==> config.mk <==
export PLATFORM = sky130hd
export DESIGN_NAME = multicycle_control_unit
export DESIGN_NICKNAME = d
export VERILOG_FILES = /design/src/rtl/ctrl_pkg.sv /design/src/rtl/alu_decoder.sv /design/src/rtl/multicycle_control_unit.sv
export SDC_FILE = /design/constraint.sdc
export NUM_CORES = 1
export LEC_CHECK = 0
export CORE_UTILIZATION = 37
export DETAILED_ROUTE_END_ITERATION = 10
export GPL_TIMING_DRIVEN = 0
export HOLD_SLACK_MARGIN = 0.12
export PLACE_DENSITY = 0.78
export SYNTH_ARGS = -nofsm -noshare
export SYNTH_HDL_FRONTEND = slang
export SYNTH_SLANG_ARGS = --single-unit
==> constraint.sdc <==
create_clock -name clk -period 1.7 [get_ports clk]
set_input_delay 0.425 -clock clk [delete_from_list [all_inputs] [get_ports clk]]
set_output_delay 0.425 -clock clk [all_outputs]
set_load 0.01 [all_outputs]
Fig. 1: run 1, cells colored by class
Scale: 6 px per um.
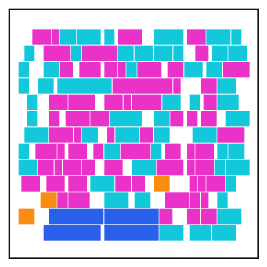
remaining buffers and delay cells -> cyan  # cells 54
clock-net drivers -> orange  # cells 3
remaining logic cells -> magenta  # cells 66
registers -> blue  # cells 4
core area: 0.001366 mm^2
sequential cell area share: 8.960%
# rows: 13
fin area: 0.001131 mm^2

Fig. 2: run 1, clock wires, drivers and flops
Scale: 6 px per um.
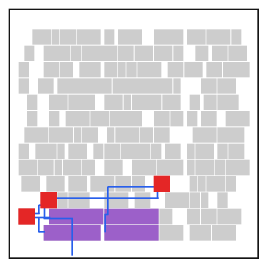
clock wires -> blue  # length 64.7 um
clock-net drivers -> red  # count 3
flip-flops -> purple  # count 4
routed clock nets = 4
skew final: 0.006320 ns
Worst-Skew Late Latency: 0.24 ns
clock share of power: 12.7%
total clock network power: 117 uW

Fig. 3: run 1, port wiring
Scale: 12 px per um.
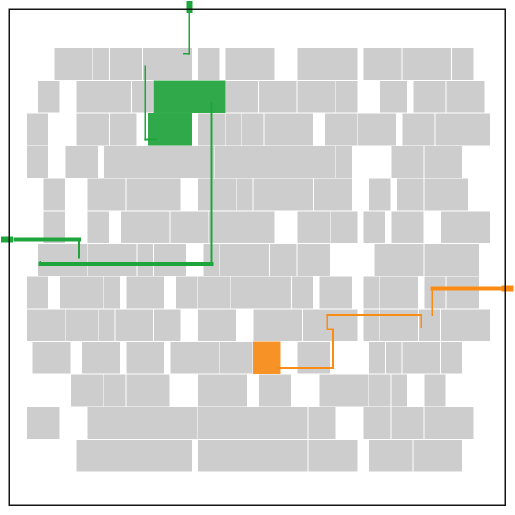
IorD -> orange  # bits 1, direction output, edge east, end cells 1, wire 26.3 um
ALUSrcB -> green  # bits 2, direction output, edge 1 north, 1 west, end cells 2, wire 45.6 um
Buffers on Ports: 30
IO Count: 32

==> results.py, run 1 <==
# Generated from Yosys and OpenROAD reports
metrics = {
    "status": {
        "status": "complete, but fails checks",
        "failed_checks": "setup timing",
    },
    "floorplanning": {
        "die_w_um": 41.23,
        "chip_area_mm2": 0.001700,
        "fp_util_pct": 41.67,
        "die_y_um": 41.23,
        "nWellTaps": 15,
    },
    "cells_and_area": {
        "nets": 144,
        "lay_top_count": "buf_2",
        "final.fill_count": 87,
        "syn2layout_area_growth_pct": 98.68,
        "drive_gt1_share_pct": 55.91,
        "most-common-layout-cells": "buf_2 (16), buf_4 (12), buf_6 (11), nor2_1 (8), dlygate4sd2_1 (7)",
        "n_all_buffers": 54,
        "clkCellAreaFrac_pct": 1.991,
        "clkbuf_count": 3,
        "comb_cells": 63,
        "antenna_cells": 0,
        "instances_no_fill": 142,
        "buf_share_pct": 40.38,
        "largest_class": "combinational gates",
        "inverters": 3,
        "comb_share_pct": 46.02,
        "fin_util_pct": 82.78,
        "design.seq.count": 4,
        "comb_area_um2": 520.5,
        "seq_area_um2": 101.3,
        "largest_reg_flops": 4,
    },
    "pwr": {
        "power_frac_comb_pct": 72.6,
        "power_uw": 927.4,
        "p_leak_uw": 0.0005493,
        "power_switching_uw": 394.2,
        "sequentialPowerShare_pct": 14.7,
        "sw_frac_of_total_pct": 42.51,
        "p_int_uw": 533.1,
        "vdd_drop_max_mv": 0.8426,
        "p_per_area_mw_per_mm2": 819.9,
    },
    "setup_path": {
        "r2r_slack_ns": 0.29,
        "required_ns": 1.27,
        "worst_ep_arrival_time_ns": 1.53,
        "worst-path-buf-inv": 3,
        "endpoint_kind": "output port",
        "worst-path-stages": 6,
        "cp_top_family": "buffers and inverters",
        "critPathLaunchType": "flip-flop",
        "path_max_fanout": 5,
        "r2r_cells": 5,
        "critical_path_class": "reg2out",
        "cp_slowest_cell": "dfrtp_1",
        "cp_cell_sequence": "buf_6, buf_4, nor2_1, nor2b_1, nor3_4, clkdlybuf4s15_2",
        "crit_path_max_incr_delay_ns": 0.39,
    },
    "sta": {
        "slew_viol_final": 0,
        "final_hold_viol_count": 0,
        "layout_setup_ws_ns": -0.2527,
        "fin_crit_sh_pct": 114.9,
        "period_minus_slack_ns": 1.953,
        "rsz0062_at_grt": "true",
        "clock.fmax_mhz": 512.1,
        "fin_setup_tns_ns": -1.806,
        "setup_viol": 14,
        "holdWs_ns": 0.6058,
    },
    "yosys": {
        "synthTopCellsByArea": "dfrtp_1 (18%), nor2_1 (6.6%), nor3_1 (6.2%)",
        "synth.most_common_cell": "nor2_1",
        "synth-edff-count": 0,
        "yosysWarnings": 0,
        "syn_inst": 77,
        "yosysTopAreaCell": "dfrtp_1",
        "fp_nets": 92,
        "ys_area_um2": 569.3,
        "yosysCellCount": 77,
        "async_flop_share_pct": 100.0,
        "yosysTopAreaCellShare_pct": 17.58,
        "syn-mean-instance-area_um2": 7.393,
        "ys_ff": 4,
        "synth_area_um2": 569.3,
        "common_cells": "nor2_1 (10), nor3_1 (7), buf_2 (4), dfrtp_1 (4), nor2b_1 (4)",
        "yosysUniqueCellTypes": 36,
        "flop_cell": "dfrtp_1",
        "ys_seq_share_pct": 17.58,
    },
    "global_route": {
        "grt_usage_pct": 27.28,
        "grt_pass1_wl_um": 2842,
        "grt_antenna_before_repair": 0,
        "grt_max_degree": 11,
        "grt_overflow_total": 0,
        "grt_pass1_vias": 660,
    },
    "cts": {
        "cts.path.max_buffers": 2,
        "cts-hold-fix-buffers": 1,
        "cts_root_buf": "clkbuf_4",
        "cts_tree": "built",
        "htreeDepth": 1,
        "post_cts_buffers": 8,
        "post_cts_resized": 114,
        "cts_sinks": 4,
        "clk_pin_slew_ns": 0.04,
        "cts_buffers": 3,
    },
    "detailed_routing": {
        "drt-total-wl_um": 2244,
        "drt_first_pass_iters": 4,
        "drc": 0,
        "drtAntennaViolNets": 0,
        "wl_per_cell_um": 15.80,
        "vias": 834,
        "via_per_inst": 5.873,
        "drt_iter0_markers": 8,
    },
    "hold_path": {
        "holdCritPathClass": "in2reg",
        "hold_depth": 3,
    },
    "flow_run": {
        "maxCapViolCount": 0,
        "warning_count": 28,
    },
    "place": {
        "dp_slack_ns": -1.030,
        "placed_area_um2": 889.6,
        "place.gp.congestion": 0.7906,
        "dp_cells": 122,
        "dpl.hpwl_um": 1169,
    },
}
## run 1: routing by layer
metal | vias up | GRT usage, % | part of all wire [%]
met5 | - | 0 | 0
met4 | 0 | 21.77 | 0
met3 | 0 | 7.609 | 9.4
met2 | 50 | 46.88 | 50
met1 | 395 | 27.10 | 40
li1 | 389 | - | -
## run 1: cells by family after synthesis
group	count (synthesis)	share of synthesized area (%)
buf+inv	10	8.790
xor+xnor	2	3.077
other cells	1	0.6587
flops	4	17.58
compound gates	16	23.08
simple gates	44	46.81
## run 1: power groups by stage
stage                     logic, uW  registers [uW]  clock network, uW
after floorplan                 267             123                  0
after global placement          448             126                  0
after detailed placement        450             126                  0
after CTS                       553             131                128
after global routing            711             137                126
final                           673             137                117
==> inputs of run 2 (changes only) <==
--- a/config.mk
+++ b/config.mk
@@ -5,11 +5,12 @@
 export SDC_FILE = /design/constraint.sdc
 export NUM_CORES = 1
 export LEC_CHECK = 0
-export CORE_UTILIZATION = 37
+export CORE_UTILIZATION = 38
 export DETAILED_ROUTE_END_ITERATION = 10
 export GPL_TIMING_DRIVEN = 0
 export HOLD_SLACK_MARGIN = 0.12
-export PLACE_DENSITY = 0.78
+export PLACE_DENSITY = 0.87
 export SYNTH_ARGS = -nofsm -noshare
 export SYNTH_HDL_FRONTEND = slang
+export SYNTH_HIERARCHICAL = 1
 export SYNTH_SLANG_ARGS = --single-unit
Fig. 4: run 2, cells colored by class
Scale: 6 px per um.
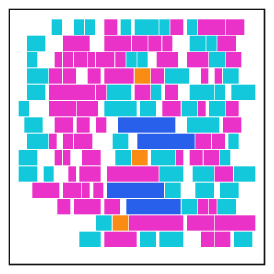
clock-net drivers -> orange  # cells 3
remaining logic cells -> magenta  # cells 69
registers -> blue  # cells 4
remaining buffers and delay cells -> cyan  # cells 52
Layout Utilization: 75.00%
core area: 0.001506 mm^2
fin area: 0.001130 mm^2

Fig. 5: run 2, clock wires, drivers and flops
Scale: 6 px per um.
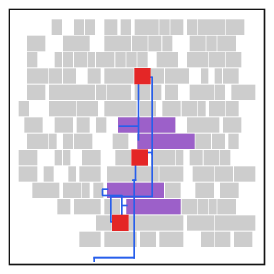
flip-flops -> purple  # count 4
clock wires -> blue  # length 85.9 um
clock-net drivers -> red  # count 3
routed clock nets = 4
total clock network power: 120 uW
skew final: 0.001663 ns

==> results.py, run 2 <==
# Generated from Yosys and OpenROAD reports
metrics = {
    "setup_path": {
        "cp_top_family": "flip-flops",
        "crit_path_max_incr_delay_ns": 0.45,
        "worst-path-buf-inv": 1,
        "worst-path-stages": 4,
        "r2r_cells": 5,
        "critPathLaunchType": "flip-flop",
        "endpoint_kind": "output port",
        "required_ns": 1.27,
        "worst_ep_arrival_time_ns": 1.58,
        "cp_slowest_cell": "dfrtp_2",
        "cp_cell_sequence": "or3b_1, a21oi_2, o21a_1, buf_2",
        "r2r_slack_ns": 0.27,
        "path_max_fanout": 6,
        "critical_path_class": "reg2out",
    },
    "cells_and_area": {
        "inverters": 2,
        "buf_share_pct": 37.10,
        "most-common-layout-cells": "buf_2 (16), buf_4 (12), dlygate4sd2_1 (9), buf_6 (8), nor2_1 (7)",
        "largest_reg_flops": 4,
        "design.seq.count": 4,
        "clkbuf_count": 3,
        "nets": 145,
        "comb_cells": 67,
        "comb_area_um2": 554.3,
        "seq_area_um2": 103.9,
        "clkCellAreaFrac_pct": 1.993,
        "antenna_cells": 0,
        "drive_gt1_share_pct": 50.78,
        "n_all_buffers": 52,
        "seq-cell-share_pct": 9.192,
        "comb_share_pct": 49.06,
        "final.fill_count": 121,
        "syn2layout_area_growth_pct": 83.16,
        "lay_top_count": "buf_2",
        "largest_class": "combinational gates",
    },
    "global_route": {
        "grt_max_degree": 11,
        "grt_usage_pct": 25.38,
        "grt_antenna_before_repair": 0,
        "grt_pass1_vias": 811,
        "grt_overflow_total": 0,
        "grt_pass1_wl_um": 3443,
    },
    "pwr": {
        "sequentialPowerShare_pct": 17.5,
        "p_per_area_mw_per_mm2": 771.9,
        "pwr-share-clk_pct": 13.8,
        "sw_frac_of_total_pct": 41.82,
        "vdd_drop_max_mv": 0.5684,
        "power_uw": 872.1,
        "power_frac_comb_pct": 68.7,
        "p_leak_uw": 0.0005223,
        "power_switching_uw": 364.8,
        "p_int_uw": 507.4,
    },
    "cts": {
        "cts-hold-fix-buffers": 1,
        "cts.path.max_buffers": 2,
        "clk_pin_slew_ns": 0.04,
        "cts_root_buf": "clkbuf_4",
        "post_cts_buffers": 14,
        "htreeDepth": 1,
        "cts_sinks": 4,
        "cts_tree": "built",
        "clkLatencyLatePin_ns": 0.24,
        "cts_buffers": 3,
        "post_cts_resized": 107,
    },
    "sta": {
        "period_minus_slack_ns": 2.005,
        "final_hold_viol_count": 0,
        "slew_viol_final": 0,
        "fin_setup_tns_ns": -2.249,
        "clock.fmax_mhz": 498.7,
        "fin_crit_sh_pct": 118.0,
        "rsz0062_at_grt": "true",
        "layout_setup_ws_ns": -0.3054,
        "setup_viol": 15,
    },
    "yosys": {
        "ys_ff": 4,
        "ys_sh_xor_pct": 2.840,
        "muxShareOfSynthArea_pct": 0,
        "flop_cell": "dfrtp_1",
        "syn-mean-instance-area_um2": 7.808,
        "simple_gate_area_share_pct": 49.09,
        "ys_seq_share_pct": 16.23,
        "synthAdderAreaFrac_pct": 0,
        "topCombFamilyByArea": "simple AND/OR/NAND/NOR gates",
        "common_cells": "nor2_1 (8), nor3_1 (8), nor2b_1 (5)",
        "yosysUniqueCellTypes": 39,
        "synth-compound-area-share_pct": 23.33,
        "syn_inst": 79,
        "yosysTopAreaCellShare_pct": 16.23,
        "synthTopCellsByArea": "dfrtp_1 (16%), nor3_1 (6.5%), nor2b_1 (5.1%)",
        "async_flop_share_pct": 100.0,
        "synth-edff-count": 0,
        "yosysCellCount": 79,
        "synth_area_um2": 616.8,
        "yosysTopAreaCell": "dfrtp_1",
        "fp_nets": 94,
        "yosysWarnings": 6,
        "ys_area_um2": 616.8,
    },
    "floorplanning": {
        "die_w_um": 42.29,
        "nWellTaps": 16,
        "ios": 32,
        "chip_area_mm2": 0.001788,
        "die_y_um": 42.29,
        "fp-row-count": 14,
        "fp_util_pct": 40.95,
    },
    "place": {
        "dpl.hpwl_um": 1270,
        "portBuffers": 30,
        "place.gp.congestion": 0.8169,
    },
    "detailed_routing": {
        "drt_first_pass_iters": 4,
        "drtAntennaViolNets": 0,
        "vias": 813,
        "drt_iter0_markers": 13,
        "drt-total-wl_um": 2376,
        "wl_per_cell_um": 16.50,
        "via_per_inst": 5.646,
        "drc": 0,
    },
    "flow_run": {
        "maxCapViolCount": 0,
        "warning_count": 28,
    },
    "status": {
        "failed_checks": "setup timing",
        "status": "complete, but fails checks",
    },
    "hold_path": {
        "holdCritPathClass": "in2reg",
        "hold_depth": 4,
    },
}
## run 2: power by group through the flow
stage | sequential (uW) | clock [uW] | combinational [uW]
final | 153 | 120 | 599
after floorplan | 137 | 0 | 238
after CTS | 149 | 121 | 545
after detailed placement | 150 | 0 | 387
after global routing | 155 | 128 | 628
after global placement | 145 | 0 | 384
## run 2: per-stage QoR
step	cells	worst slack, ns	instance area (um^2)	hold slack, ns
4_1_cts	143	-0.2214	1099	0.7038
3_3_place_gp	125	-1.088	937.1	0.7052
5_1_grt	144	-0.3371	1130	0.7617
2_1_floorplan	79	0.09293	616.8	0.1294
3_5_place_dp	125	-1.121	937.1	0.7318
6_report	144	-0.3054	1130	0.7213
## run 2: metal layers
layer  routed length [um]  track usage, %
met1                  940           24.47
met4                   12           11.88
met2                 1305           49.85
met3                  117           5.172
met5                    0               0
Power is estimated from default activity; no workload was simulated.
